Design div_unit, sky130hd; sources not shown.
**Run 1: M1 wires**

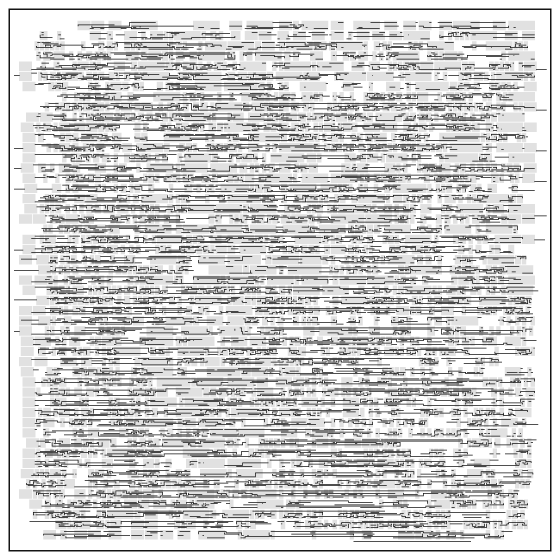
The layer carries 16,500 µm of wire. The longest straight run is 66.0 µm. 2,192 nets have wire on it.
Vias: 13,955
met1 usage: 49.6%
total wire length: 38,000 µm

**Run 1: the metal 2 layer**

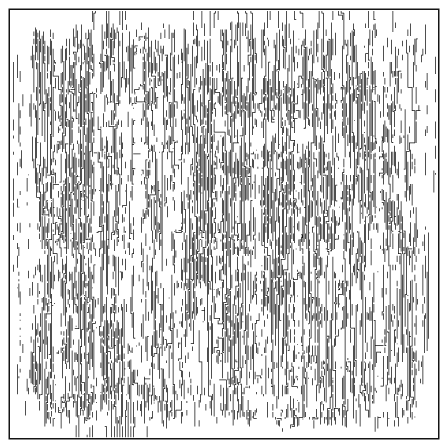
The longest straight run is 50.3 µm. The layer carries 16,600 µm of wire.
met2 GRT Util: 57.6%

**Run 1: met4 routing**

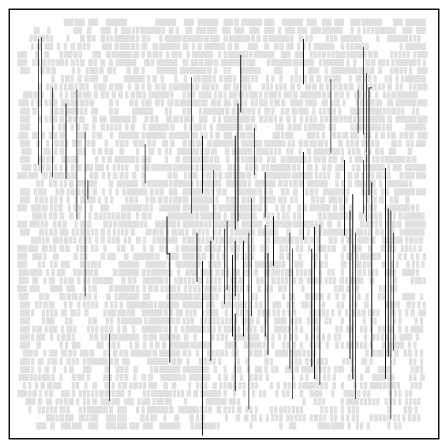
The layer holds 5.1% of the routed length. 47 nets have wire on it. The longest straight run is 70.7 µm. The layer carries 1,930 µm of wire. The wires run mostly vertical.

==> run notes, run 1 <==
yosys + openroad results -> DRC 0, CP Launch Type flop, vias per inst 5.57, VDD IR max 0.000367 V, worst-path maximum fanout 26, Cell Area, Synth about 12,000 µm², share of cells above drive strength 1 4.91%, WL/cell ~15 µm, skew final around 0.013 ns, die extent in x about 140 µm, gr ovfl total 0, CTS clk-pin slew, worst paths 0.07 ns, outcome complete, no violations, TritonRoute pass-1 iters 6, Sink Count 139, Max-cap violations 0, Synthesized registers 139, Synth warnings 0, CTS Buffer Depth 2, Async SR Flop Fraction 0%, Layout Cells excl Fill 2,505, yosys stat area between 10,000 and 15,000 µm², Pwr per Cell Area between 400 and 500 nW/µm², Final HPWL DP 29,600 µm, synthesis-to-layout area growth 13.3%, DP Area 13,400 µm², Final ANT Viol Nets 0, FILL cells 1,834, Flop area 2780 µm², htree depth 4, Hold Path Stages 2, Max-slew headroom 27.9%, crit path kind reg -> reg, syn_area_per_cell between 5 and 6 µm², largest net degree at the start of global routing 100, f_max 324 MHz, CP endpoint kind flop, global-route wire length before repair approximately 60,000 µm, RSZ-0062 raised after global routing false, Init Core Util 63.8%, Yosys cell types 48, most used routing layer met2, R2R setup slack 0.86 ns, Hold Crit Class reg -> reg, gr usage total 36.6%, post-route clock period utilization roughly four fifths, met3 GRT Util 4.27%, cell area after layout 14,000 µm², core box area 19,400 µm², io pins 103, CTS tree yes, final net count 2,335, height of the die between 100 and 150 µm, Yosys Instances 2,171, Final Hold Viols 0, # diodes 0, full die area 20,800 µm², most numerous cell in the Yosys netlist nand2_1, I/O Buffers 102, WP data arrival 3.44 ns, Main synth FF type dfxtp_1, initial antenna violation count 0, min Tclk post-route around 3 ns, Setup Viol. Count Final 0, Top cell area share 22.5%, vias in the first global route 12,486, DRT iter0 DRCs approximately 1,400, cts hold-fix bufs 0, CTS root buffer clkbuf_16
[run 1: placed cells by master, fill, tap and decap left out, drive strengths merged]
| master | netlist | final |
|---|---|---|
| nand2 | 634 | 634 |
| inv | 387 | 394 |
| nor2 | 215 | 215 |
| nand3 | 167 | 167 |
| o21ai | 153 | 153 |
| a21oi | 146 | 146 |
| dfxtp | 139 | 139 |
| clkdlybuf4s50 | 0 | 101 |
| xor2 | 50 | 50 |
| ha | 38 | 38 |
| nand4 | 32 | 32 |
| o22ai | 30 | 30 |
| nor3 | 21 | 21 |
| xnor2 | 18 | 18 |
| clkbuf | 51 | 17 |
| buf | 29 | 16 |
| o221ai | 11 | 11 |
| a31oi | 8 | 8 |
| nand3b | 8 | 8 |
| o21bai | 6 | 6 |
| clkinv | 1 | 6 |
| o211ai | 5 | 5 |
| or2 | 5 | 5 |
| o21a | 3 | 3 |
| and2 | 3 | 3 |
| a221oi | 2 | 2 |
| a211oi | 2 | 2 |
| and3 | 2 | 2 |
| nor4 | 2 | 2 |
| clkinvlp | 0 | 2 |
| a21o | 1 | 1 |
| o41ai | 1 | 1 |
| fa | 1 | 1 |
| bufinv | 0 | 1 |
[run 1: final cells by class]
type	count	area share (%)
clock buffers	17	3.03
clock inverters	15	1.13
flip-flops and latches	139	19.8
well taps	265	2.36
multi-input cells	1564	55.2
inverters	388	10.4
repair buffers	117	8.04
[run 1: through the flow]
step	TNS, ns	hold WS [ns]	setup WS [ns]	utilization [%]
after floorplan	-30.47	0.434	-0.814	-
after global placement	0	0.455	0.858	69.3
after detailed placement	0	0.460	0.732	69.3
after CTS	0	0.470	0.966	72.3
after global routing	0	0.495	0.654	72.3
final	0	0.470	0.860	72.3
[run 1: logic make-up after synthesis]
kind of cell,synth area share [%]
AND-OR/OR-AND,16.5
XOR/XNOR,4.81
adder cells (fa/ha/maj),4.00
buffers and inverters,15.1
flip-flops,22.5
AND/OR/NAND/NOR,37.2
[run 1: layer usage]
layer / up-vias / part of all wire [%]
li1: 6972 / -
met1: 6184 / 43
met2: 676 / 44
met3: 123 / 7.9
met4: 0 / 5.1
met5: - / 0
[run 1: power breakdown]
group	internal (mW)	total [mW]	switching, mW
Combinational	1.19	3.76	2.57
Clock	0.891	1.59	0.698
Sequential	1.49	1.60	0.107
Total	3.57	6.95	3.38
[run 1: worst max-delay path: stages, from the launching register on]
cell	delay, ns
dfxtp_1	0.30
inv_1	0.19
ha_1	0.19
inv_1	0.07
fa_1	0.41
nand2_1	0.13
nand2_1	0.08
nand3_1	0.08
nand2_1	0.11
nand2_1	0.08
nand2_1	0.09
nand2_2	0.11
nand2_2	0.06
nand2_2	0.38
nand2_4	0.30
nand2_1	0.18
nand3_1	0.10
a21oi_1	0.14
==> run 2: changes to the inputs <==
- CORE_UTILIZATION: 63 -> 60
- PLACE_DENSITY: 0.84 -> 0.8
- clock period: 3.95 -> 2.91 ns (I/O delays scaled with it)
==> run notes, run 2 <==
yosys + openroad results -> full die area 21,800 µm² (+4.9%), WP data required 3.17 ns, Final ANT Viol Nets 0 (unchanged), min Tclk post-route 2.61 ns (-0.480 ns), synthesis-to-layout area growth 14.9%, CTS clk-pin slew, worst paths 0.06 ns (about the same), Layout Cells excl Fill 2,525 (+0.80%), Hold Path Stages 1 (-1), final net count 2,350 (+0.64%), Final HPWL DP 30,400 µm (+2.9%), VDD IR max 0.000634 V (+73%), most frequent cells after synthesis nand2_1, inv_1, nor2_1, io pins 103 (unchanged), synth top area cells dfxtp_1, nand2_1, inv_1, Hold Crit Class reg -> reg, Sink Count 139 (unchanged), Init Core Util 61.2% (-2.6 points), max-slew violation count 0, Final Hold Viols 0 (unchanged), Worst Reg-to-Reg Cells 17, DRT iter0 DRCs 1,170 (-18%), Vias 14,046 (+0.65%), number of core rows 52, most numerous cell in the Yosys netlist nand2_1, htree depth 4 (unchanged), R2R setup slack 0.30 ns (-0.56 ns), vias in the first global route 12,730 (+2.0%), post-route clock period utilization 89.7% (+11 points), P_leak approximately 6.9 nW, skew final 0.0120 ns (-0.000897 ns), worst-path maximum fanout 12 (-54%), gr ovfl total 0 (unchanged), DRC 0 (unchanged), Yosys cell types 48 (unchanged), gr usage total 35.4% (-1.2 points), CTS Buffer Depth 2 (unchanged), # diodes 0 (unchanged), CTS root buffer clkbuf_16, Main synth FF type dfxtp_1, WL/cell 15.4 µm (+1.4%), Max-cap violations 0 (unchanged), hold slack 0.467 ns (-0.00336 ns), DP Area 13,600 µm² (+1.1%), Synth warnings 0 (unchanged), CP Launch Type flop, outcome complete, no violations, I/O Buffers 102 (unchanged), WP data arrival 2.87 ns (-0.57 ns), initial antenna violation count 0 (unchanged), Yosys Instances 2,171 (unchanged), Async SR Flop Fraction 0% (unchanged), global-route wire length before repair 62,300 µm (+3.1%), crit path kind reg -> reg, Skew-Pair Late Insertion Delay 0.44 ns, Pwr per Cell Area 682 nW/µm² (+38%), largest net degree at the start of global routing 100 (unchanged), Synth Instances 2,171, f_max 383 MHz (+18%), cell area after layout 14,200 µm² (+1.4%), Placed Cells 2,493, CP endpoint kind flop, Top cell area share 22.5% (unchanged), total wire length 38,900 µm (+2.2%), cts hold-fix bufs 0 (unchanged), die extent in x 148 µm (+2.4%), most frequent cells in the layout nand2_1, inv_1, nor2_1, nand3_1, a21oi_1, TritonRoute pass-1 iters 8 (+2), number of enable flip-flop cells 0, yosys stat area 12,400 µm² (unchanged), vias per inst 5.56 (-0.15%), Final GP Congestion 1.00, Top cell excl fill/tap nand2_1, CTS tree yes, tool warnings 27, RSZ-0062 raised after global routing true, Synth area leader dfxtp_1, Seq/Total Area, Yosys 22.5%, Max-slew headroom 29.3% (+1.3 points), Synthesized registers 139 (unchanged), Slew @ Worst Pin ~1.1 ns, Num CTS Buffers 17, syn_area_per_cell 5.70 µm² (unchanged), Cell Area, Synth 12,400 µm² (unchanged), Setup Viol. Count Final 0 (unchanged), share of cells above drive strength 1 5.59% (+0.68 points), height of the die 148 µm (+2.4%)
run 2: cell counts after synthesis:
No cell type changed its count.
run 2: layout make-up:
cell class / instances / area, µm²
tap: 270 / 338
clock buffer: 17 / 425
clock inverter: 15 / 198
inverter: 388 / 1460
timing repair buffer: 132 / 1270
sequential: 139 / 2790
fill: 1905 / 6000
multi-input combinational: 1564 / 7760
run 2: critical path: stages (launching register included):
cell and delay [ns]:
dfxtp_1 0.31, inv_1 0.11, ha_1 0.16, inv_1 0.07, fa_1 0.41, nand2_1 0.10, nand2_1 0.07, nand3_1 0.08
nand2_1 0.10, nand2_1 0.08, nand2_1 0.08, nand2_2 0.10, nand2_2 0.07, nand2_2 0.19, buf_4 0.24, nand3_1 0.09
nand3_1 0.09, a21oi_1 0.07
run 2: cells by family after synthesis:
group	synth area share [%]
and+or+nand+nor	37.2
xor gates and xnor gates	4.81
DFF	22.5
adders and majority gates	4.00
AOI/OAI and AO/OA	16.5
buffers and inverters	15.1
run 2: repair_timing:
action                                  4_1_cts  5_1_grt
gates resized                                 0        3
setup buffers                                 0        0
endpoints found under the setup margin        0       12
run 2: per-layer routing:
metal	vias up	GRT usage, %	wire, µm
met4	0	14.9	1490
met3	93	3.61	2980
li1	7023	-	-
met5	-	0	0
met1	6315	48.8	17000
met2	615	56.7	17400
run 2: power by group:
group / internal, mW / switching, mW / leakage, nW / total (mW)
sequential: 2.02 / 0.147 / 1.13 / 2.17
combinational: 1.69 / 3.55 / 5.48 / 5.24
clock: 1.31 / 0.977 / 0.303 / 2.29
total: 5.02 / 4.68 / 6.91 / 9.70
run 2: metrics by stage:
| stage | TNS (ns) | power (mW) | setup slack, ns |
|---|---|---|---|
| final | 0 | 9.70 | 0.300 |
| after detailed placement | 0 | 7.24 | 0.0224 |
| after global routing | 0 | 10.4 | 0.110 |
| after CTS | 0 | 9.54 | 0.340 |
| after global placement | 0 | 7.15 | 0.0596 |
| after floorplan | -115.02 | 5.78 | -1.70 |
**Run 2: placement density heat map**

The bar under the picture is 50 µm long. The die is cut into 15 by 15 equal tiles; dark blue is low, red is high, 0 to 100% covered.
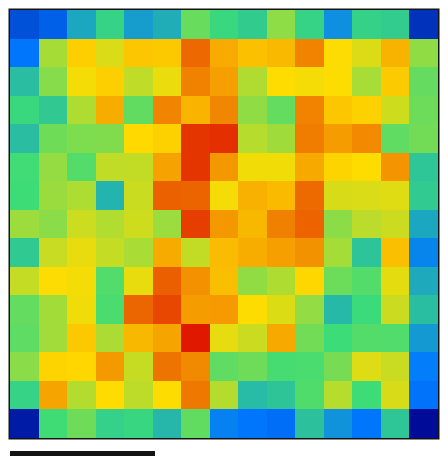
31% of the tiles are over 75% full. The densest ninth of the die: center. The emptiest ninth of the die: lower right. The mean over all tiles is 64%.
Core Util, Final: 70.3%
core box area: 20,200 µm²

Power is estimated from default activity; no workload was simulated.
